Figure 1. Wiring heat map (run 1).
Drawn at 3 px/um. The die is cut into 21 by 22 equal tiles; dark purple is low, yellow is high, scaled to the fullest tile. Values are wire area over tile area, all layers added.
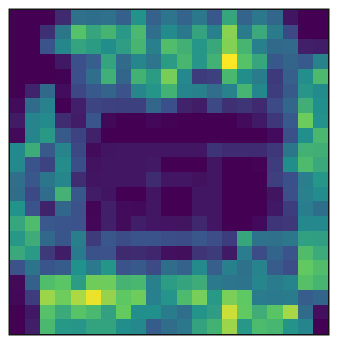
Figure 2. M3 wires (run 1).
Drawn at 3 px/um.
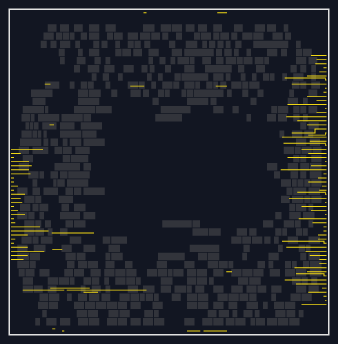
Figure 3. Sizing map (run 1).
Drawn at 2 px/um.
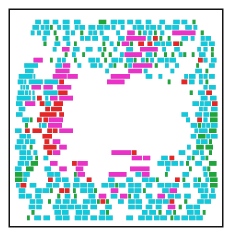
$ cat src/rtl/mem_port_arbiter_if.sv
// Bus bundle between the CPU core ports, the arbiter and the memory pins.
// Signal suffixes are written from the arbiter's point of view (_i = into
// the arbiter, _o = out of the arbiter).
//
// Handshake: a requester raises *_req_i and holds its address/we/wdata
// stable until it sees *_gnt_o high in the same cycle; that cycle is the
// transfer. Exactly one cycle later *_rvalid_o pulses for one cycle with
// *_rdata_o (reads) or as a write acknowledge. Dropping a request before it
// is granted is legal and produces no response.
interface mem_port_arbiter_if;
  // instruction-fetch port
  logic        i_req_i;
  logic [31:0] i_addr_i;
  logic        i_gnt_o;
  logic        i_rvalid_o;
  logic [31:0] i_rdata_o;
  // data load/store port
  logic        d_req_i;
  logic [31:0] d_addr_i;
  logic        d_we_i;
  logic [31:0] d_wdata_i;
  logic        d_gnt_o;
  logic        d_rvalid_o;
  logic [31:0] d_rdata_o;
  // memory pins
  logic [31:0] mem_addr_o;
  logic        mem_we_o;
  logic [31:0] mem_data_o;
  logic [31:0] mem_data_i;

  // arbiter side
  modport slave (
    input  i_req_i, i_addr_i,
    output i_gnt_o, i_rvalid_o, i_rdata_o,
    input  d_req_i, d_addr_i, d_we_i, d_wdata_i,
    output d_gnt_o, d_rvalid_o, d_rdata_o,
    output mem_addr_o, mem_we_o, mem_data_o,
    input  mem_data_i
  );

  // core + memory side
  modport master (
    output i_req_i, i_addr_i,
    input  i_gnt_o, i_rvalid_o, i_rdata_o,
    output d_req_i, d_addr_i, d_we_i, d_wdata_i,
    input  d_gnt_o, d_rvalid_o, d_rdata_o,
    input  mem_addr_o, mem_we_o, mem_data_o,
    output mem_data_i
  );
endinterface

$ cat src/rtl/mem_port_arbiter.sv
// Shares one single-port synchronous memory between an instruction-fetch
// port and a data load/store port. One access per cycle; the response comes
// back one cycle after the grant, routed by a registered owner tag.
// ARB_MODE 0: round-robin. ARB_MODE 1: data priority, with fetch forced in
// after it has lost MAX_WAIT consecutive cycles.
module mem_port_arbiter #(
  parameter int ARB_MODE = 0,
  parameter int MAX_WAIT = 4
) (
  input  logic                clk,
  input  logic                reset,
  mem_port_arbiter_if.slave   bus,
  output logic [3:0]          dbg_wait_cnt_o,
  output logic                dbg_last_gnt_o
);

  localparam logic [3:0] MaxWait = 4'(MAX_WAIT);

  // last_gnt: 0 = I was granted last, 1 = D was granted last
  logic       last_gnt_q, last_gnt_d;
  logic [3:0] wait_cnt_q, wait_cnt_d;
  // owner: bit 1 = D granted last cycle, bit 0 = I granted last cycle
  logic [1:0] owner_q, owner_d;
  logic       i_wins;
  logic       i_gnt;
  logic       d_gnt;

  // Grant decision: a lone requester always wins; contention resolved by mode.
  always_comb begin
    i_wins = 1'b0;
    if (ARB_MODE == 0) begin
      i_wins = last_gnt_q;
    end else begin
      i_wins = (wait_cnt_q == MaxWait);
    end
    i_gnt = ~reset & bus.i_req_i & (~bus.d_req_i | i_wins);
    d_gnt = ~reset & bus.d_req_i & (~bus.i_req_i | ~i_wins);
  end

  // Memory pin drive follows the winner; idle cycles drive all zeros.
  always_comb begin
    bus.mem_addr_o = 32'h0;
    bus.mem_we_o   = 1'b0;
    bus.mem_data_o = 32'h0;
    if (i_gnt) begin
      bus.mem_addr_o = bus.i_addr_i;
    end else if (d_gnt) begin
      bus.mem_addr_o = bus.d_addr_i;
      bus.mem_we_o   = bus.d_we_i;
      bus.mem_data_o = bus.d_wdata_i;
    end
  end

  // Next-state for owner tag, round-robin pointer and fetch starvation counter.
  always_comb begin
    owner_d    = {d_gnt, i_gnt};
    last_gnt_d = last_gnt_q;
    if (i_gnt || d_gnt) begin
      last_gnt_d = d_gnt;
    end
    wait_cnt_d = wait_cnt_q;
    if (!bus.i_req_i || i_gnt) begin
      wait_cnt_d = 4'd0;
    end else if (wait_cnt_q < MaxWait) begin
      wait_cnt_d = wait_cnt_q + 4'd1;
    end
  end

  // State registers; reset drops any pending response.
  always_ff @(posedge clk) begin
    if (reset) begin
      owner_q    <= 2'b00;
      last_gnt_q <= 1'b0;
      wait_cnt_q <= 4'd0;
    end else begin
      owner_q    <= owner_d;
      last_gnt_q <= last_gnt_d;
      wait_cnt_q <= wait_cnt_d;
    end
  end

  // Response routing; masked while reset is high so a response whose grant
  // preceded reset never appears.
  always_comb begin
    bus.i_rvalid_o = owner_q[0] & ~reset;
    bus.d_rvalid_o = owner_q[1] & ~reset;
    bus.i_rdata_o  = bus.i_rvalid_o ? bus.mem_data_i : 32'h0;
    bus.d_rdata_o  = bus.d_rvalid_o ? bus.mem_data_i : 32'h0;
  end

  assign bus.i_gnt_o     = i_gnt;
  assign bus.d_gnt_o     = d_gnt;
  assign dbg_wait_cnt_o  = wait_cnt_q;
  assign dbg_last_gnt_o  = last_gnt_q;

endmodule

$ cat src/flat_wrapper.sv
// flat-port wrapper written by rule: the top's interface ports become plain ports
module mem_port_arbiter_flat 
#(
  parameter int ARB_MODE = 0,
  parameter int MAX_WAIT = 4
)
  (clk, reset, dbg_wait_cnt_o, dbg_last_gnt_o, bus_i_req_i, bus_i_addr_i, bus_i_gnt_o, bus_i_rvalid_o, bus_i_rdata_o, bus_d_req_i, bus_d_addr_i, bus_d_we_i, bus_d_wdata_i, bus_d_gnt_o, bus_d_rvalid_o, bus_d_rdata_o, bus_mem_addr_o, bus_mem_we_o, bus_mem_data_o, bus_mem_data_i);
  mem_port_arbiter_if bus_i ();
  input  logic clk;
  input  logic reset;
  output logic [3:0] dbg_wait_cnt_o;
  output logic dbg_last_gnt_o;
  input wire logic [$bits(bus_i.i_req_i)-1:0] bus_i_req_i;
  input wire logic [$bits(bus_i.i_addr_i)-1:0] bus_i_addr_i;
  output wire logic [$bits(bus_i.i_gnt_o)-1:0] bus_i_gnt_o;
  output wire logic [$bits(bus_i.i_rvalid_o)-1:0] bus_i_rvalid_o;
  output wire logic [$bits(bus_i.i_rdata_o)-1:0] bus_i_rdata_o;
  input wire logic [$bits(bus_i.d_req_i)-1:0] bus_d_req_i;
  input wire logic [$bits(bus_i.d_addr_i)-1:0] bus_d_addr_i;
  input wire logic [$bits(bus_i.d_we_i)-1:0] bus_d_we_i;
  input wire logic [$bits(bus_i.d_wdata_i)-1:0] bus_d_wdata_i;
  output wire logic [$bits(bus_i.d_gnt_o)-1:0] bus_d_gnt_o;
  output wire logic [$bits(bus_i.d_rvalid_o)-1:0] bus_d_rvalid_o;
  output wire logic [$bits(bus_i.d_rdata_o)-1:0] bus_d_rdata_o;
  output wire logic [$bits(bus_i.mem_addr_o)-1:0] bus_mem_addr_o;
  output wire logic [$bits(bus_i.mem_we_o)-1:0] bus_mem_we_o;
  output wire logic [$bits(bus_i.mem_data_o)-1:0] bus_mem_data_o;
  input wire logic [$bits(bus_i.mem_data_i)-1:0] bus_mem_data_i;
  assign bus_i.i_req_i = bus_i_req_i;
  assign bus_i.i_addr_i = bus_i_addr_i;
  assign bus_i_gnt_o = bus_i.i_gnt_o;
  assign bus_i_rvalid_o = bus_i.i_rvalid_o;
  assign bus_i_rdata_o = bus_i.i_rdata_o;
  assign bus_i.d_req_i = bus_d_req_i;
  assign bus_i.d_addr_i = bus_d_addr_i;
  assign bus_i.d_we_i = bus_d_we_i;
  assign bus_i.d_wdata_i = bus_d_wdata_i;
  assign bus_d_gnt_o = bus_i.d_gnt_o;
  assign bus_d_rvalid_o = bus_i.d_rvalid_o;
  assign bus_d_rdata_o = bus_i.d_rdata_o;
  assign bus_mem_addr_o = bus_i.mem_addr_o;
  assign bus_mem_we_o = bus_i.mem_we_o;
  assign bus_mem_data_o = bus_i.mem_data_o;
  assign bus_i.mem_data_i = bus_mem_data_i;
  mem_port_arbiter #(.ARB_MODE(ARB_MODE), .MAX_WAIT(MAX_WAIT)) u_core (.clk(clk), .reset(reset), .bus(bus_i), .dbg_wait_cnt_o(dbg_wait_cnt_o), .dbg_last_gnt_o(dbg_last_gnt_o));
endmodule
$ cat config.mk
export PLATFORM = sky130hd
export DESIGN_NAME = mem_port_arbiter_flat
export DESIGN_NICKNAME = d
export VERILOG_FILES = /design/src/rtl/mem_port_arbiter_if.sv /design/src/rtl/mem_port_arbiter.sv /design/src/flat_wrapper.sv
export SDC_FILE = /design/constraint.sdc
export NUM_CORES = 1
export LEC_CHECK = 0
export CAP_MARGIN = 20
export CORE_AREA = 2 2 104 106
export CTS_BUF_LIST = sky130_fd_sc_hd__clkbuf_2 sky130_fd_sc_hd__clkbuf_4 sky130_fd_sc_hd__clkbuf_8
export CTS_CLUSTER_SIZE = 14
export DETAILED_ROUTE_END_ITERATION = 10
export DIE_AREA = 0 0 106 108
export SYNTH_ARGS = -nofsm -noshare
export SYNTH_HDL_FRONTEND = slang
export SYNTH_SLANG_ARGS = --single-unit
$ cat constraint.sdc
create_clock -name clk -period 1.85 [get_ports clk]
set_input_delay 0.37 -clock clk [delete_from_list [all_inputs] [get_ports clk]]
set_output_delay 0.37 -clock clk [all_outputs]
set_load 0.005 [all_outputs]
==> notes.md <==
This note records the results obtained with Yosys and OpenROAD.

Critical path
The required arrival time at the worst endpoint is 1.48 ns. STA puts the critical path data arrival time at 1.61 ns. The largest fanout on the critical path is 4.

The worst setup path is of the reg -> out kind.

CTS
The CTS clock-pin slew for the worst setup and hold paths is 0.04 ns. Counting every sink on the clock net gives 7. The total number of H-tree levels is 1. The maximum root-to-sink buffer count is 2.

Final layout
With fillers left out, the area of the finished cells amounts to 4629 um^2.

Logic synthesis
The most numerous cell in the Yosys netlist is and2_1. The post-synthesis area per instance is 7.335 um^2. Among all flip-flop cells after synthesis, the most frequent one is dfxtp_1. Yosys mapped a number of flops with a built-in enable equal to 0. The synthesized netlist occupies a cell area of 1276 um^2. Of all flip-flops after synthesis, the portion carrying an async set or reset was 0%. Counting every net in the synthesized netlist gives 308.

Placement
The number of cells in the design after placement is 575. Once placement finished, the instance area stood at 4192 um^2. Prior to clock tree synthesis, the placed netlist has a worst setup slack of -0.7029 ns.

Run status
The final reports fail on negative setup slack. The run finished, with violations left.

Die
The area of the core is 10230 um^2. The vertical die dimension is 108 um.

Drt
The length of routed met2 wiring is 5.074 mm. The detailed-route vias per instance is 3.984. In the final routed layout, each cell accounts on average for 16.01 um. The pre-antenna-repair detailed-routing pass consisted of 4 iterations. The topmost layer with routed signal wires is met4. In the final routing, the length of wire on met1 measures 4.341 mm. In this run the remaining antenna-violating nets after routing total 0. The routed layout reports a DRC error count of 0.

GRT
The first-pass GRT wire length is 13.87 mm. The total track usage is 15.16%.

STA
Across all setup checks in the final design, the least slack found is -0.1336 ns. The setup TNS is -0.6173 ns. For this run, the top clock speed supported by timing is 0.5041 GHz. Checking max transition, the worst relative margin is 82.09%. The number of setup violations in the final report is 25. Setup repair after global routing could not meet its margin everywhere.

Worst hold path
The class of the most critical hold timing path is in -> reg.

Flow run
Across all stage logs, warnings added up to 28.

Pwr
Looking at the VDD voltage map, the peak drop is 0.5010 mV. The proportion of power drawn by flip-flops and latches is 13.3%.
About Figure 1:
emptiest ninth of the die = middle
fullest tile = 0.44
mean over tiles = 0.14
tiles over half the peak = 25%
nearly empty tiles = 14%

About Figure 2:
main direction = horizontal
longest straight run = 26.2 um
nets with wire on the layer = 101
wire length on this layer = 598 um
share of all routed wire = 5.9%
total detailed-routing wirelength: 10.14 mm
met3 layer usage reported by global route: 2.049%
via count: 2522

About Figure 3:
x1 and smaller -> cyan  # cells 320, share 64%, most used clkdlybuf4s50_1
x6 and larger -> magenta  # cells 45, share 9.1%, most used buf_6
x3 and x4 -> red  # cells 39, share 7.8%, most used buf_4
x2 -> green  # cells 93, share 19%, most used buf_2

[run 1: cell usage in the layout, fill, tap and decap left out, drive strengths merged, types with 2 or more instances in the layout]
cell type / instances
nor2b: 3
buf: 121
nor2: 5
clkdlybuf4s50: 135
dlygate4sd2: 27
and2: 97
nor3b: 2
a21oi: 4
a22o: 32
clkdlybuf4s15: 27
dfxtp: 7
clkbuf: 27
[run 1: layer usage]
| layer | global-route usage (%) | vias to the layer above |
|---|---|---|
| met2 | 27.10 | 112 |
| met3 | 2.049 | 12 |
| li1 | - | 1240 |
| met1 | 19.75 | 1158 |
| met4 | 2.538 | 0 |
| met5 | 0 | - |
[run 1: final cells by class]
type                    instances  area, um^2
clock buffers                   4       48.80
fillers                      1032        5602
inverters                       1       3.754
multi-input cells             150        1080
flip-flops and latches          7       143.9
well taps                     136       170.2
repair buffers                335        3183
[run 1: stage by stage]
| stage | utilization, % | total power [mW] |
|---|---|---|
| after floorplan | - | 0.3342 |
| after global placement | 40.97 | 0.8871 |
| after detailed placement | 40.97 | 0.8903 |
| after CTS | 44.65 | 1.192 |
| after global routing | 45.25 | 1.287 |
| final | 45.25 | 1.216 |
[run 1: timing repair]
item / CTS / global route
pin swaps: 7 / 9
setup buffers: 31 / 14
setup endpoints to repair: 133 / 67
hold buffers: 0 / 0
gates resized: 386 / 65
cloned: 9 / 4
[run 1: final timing paths]
| path | slack, ns | to | cells after the start | from |
|---|---|---|---|---|
| worst max-delay path | -0.13 | bus_mem_addr_o[18] | 8 | u_core.dbg_last_gnt_o |
| worst min-delay path | 0.44 | u_core.owner_q[1] | 2 | bus_i_req_i |
| worst max register to register | 0.72 | u_core.dbg_wait_cnt_o[1] | 3 | u_core.dbg_last_gnt_o |
| worst min register to register | 0.50 | u_core.dbg_wait_cnt_o[3] | 2 | u_core.dbg_wait_cnt_o[3] |
[run 1: kinds of logic after synthesis]
kind of cell	Yosys count	share of synthesized area [%]
flip-flops	7	10.98
AND-OR/OR-AND	38	24.80
XOR/XNOR	1	0.6864
adder cells (fa/ha/maj)	1	0.9802
buffers and inverters	17	7.941
AND/OR/NAND/NOR	110	54.61
[run 1: power groups by stage]
stage,Combinational (mW),Sequential [mW],Clock (mW)
finish,0.827,0.162,0.227
global route,0.881,0.163,0.243
CTS,0.798,0.162,0.232
detailed placement,0.727,0.163,0
global placement,0.724,0.163,0
floorplan,0.171,0.163,0
[run 1: registers in the layout, summed over array words and instances (netlist names)]
name / flops
u_core.dbg_wait_cnt_o: 4
u_core.dbg_last_gnt_o: 1
u_core.owner_q: 2
[run 1: critical path, stage by stage, from the launching register on]
cell and delay [ns]:
dfxtp_4 0.38, a21oi_4 0.08, buf_12 0.13, buf_8 0.12
buf_16 0.13, buf_8 0.12, buf_6 0.10, a22o_1 0.19
buf_2 0.14
Power is estimated from default activity; no workload was simulated.
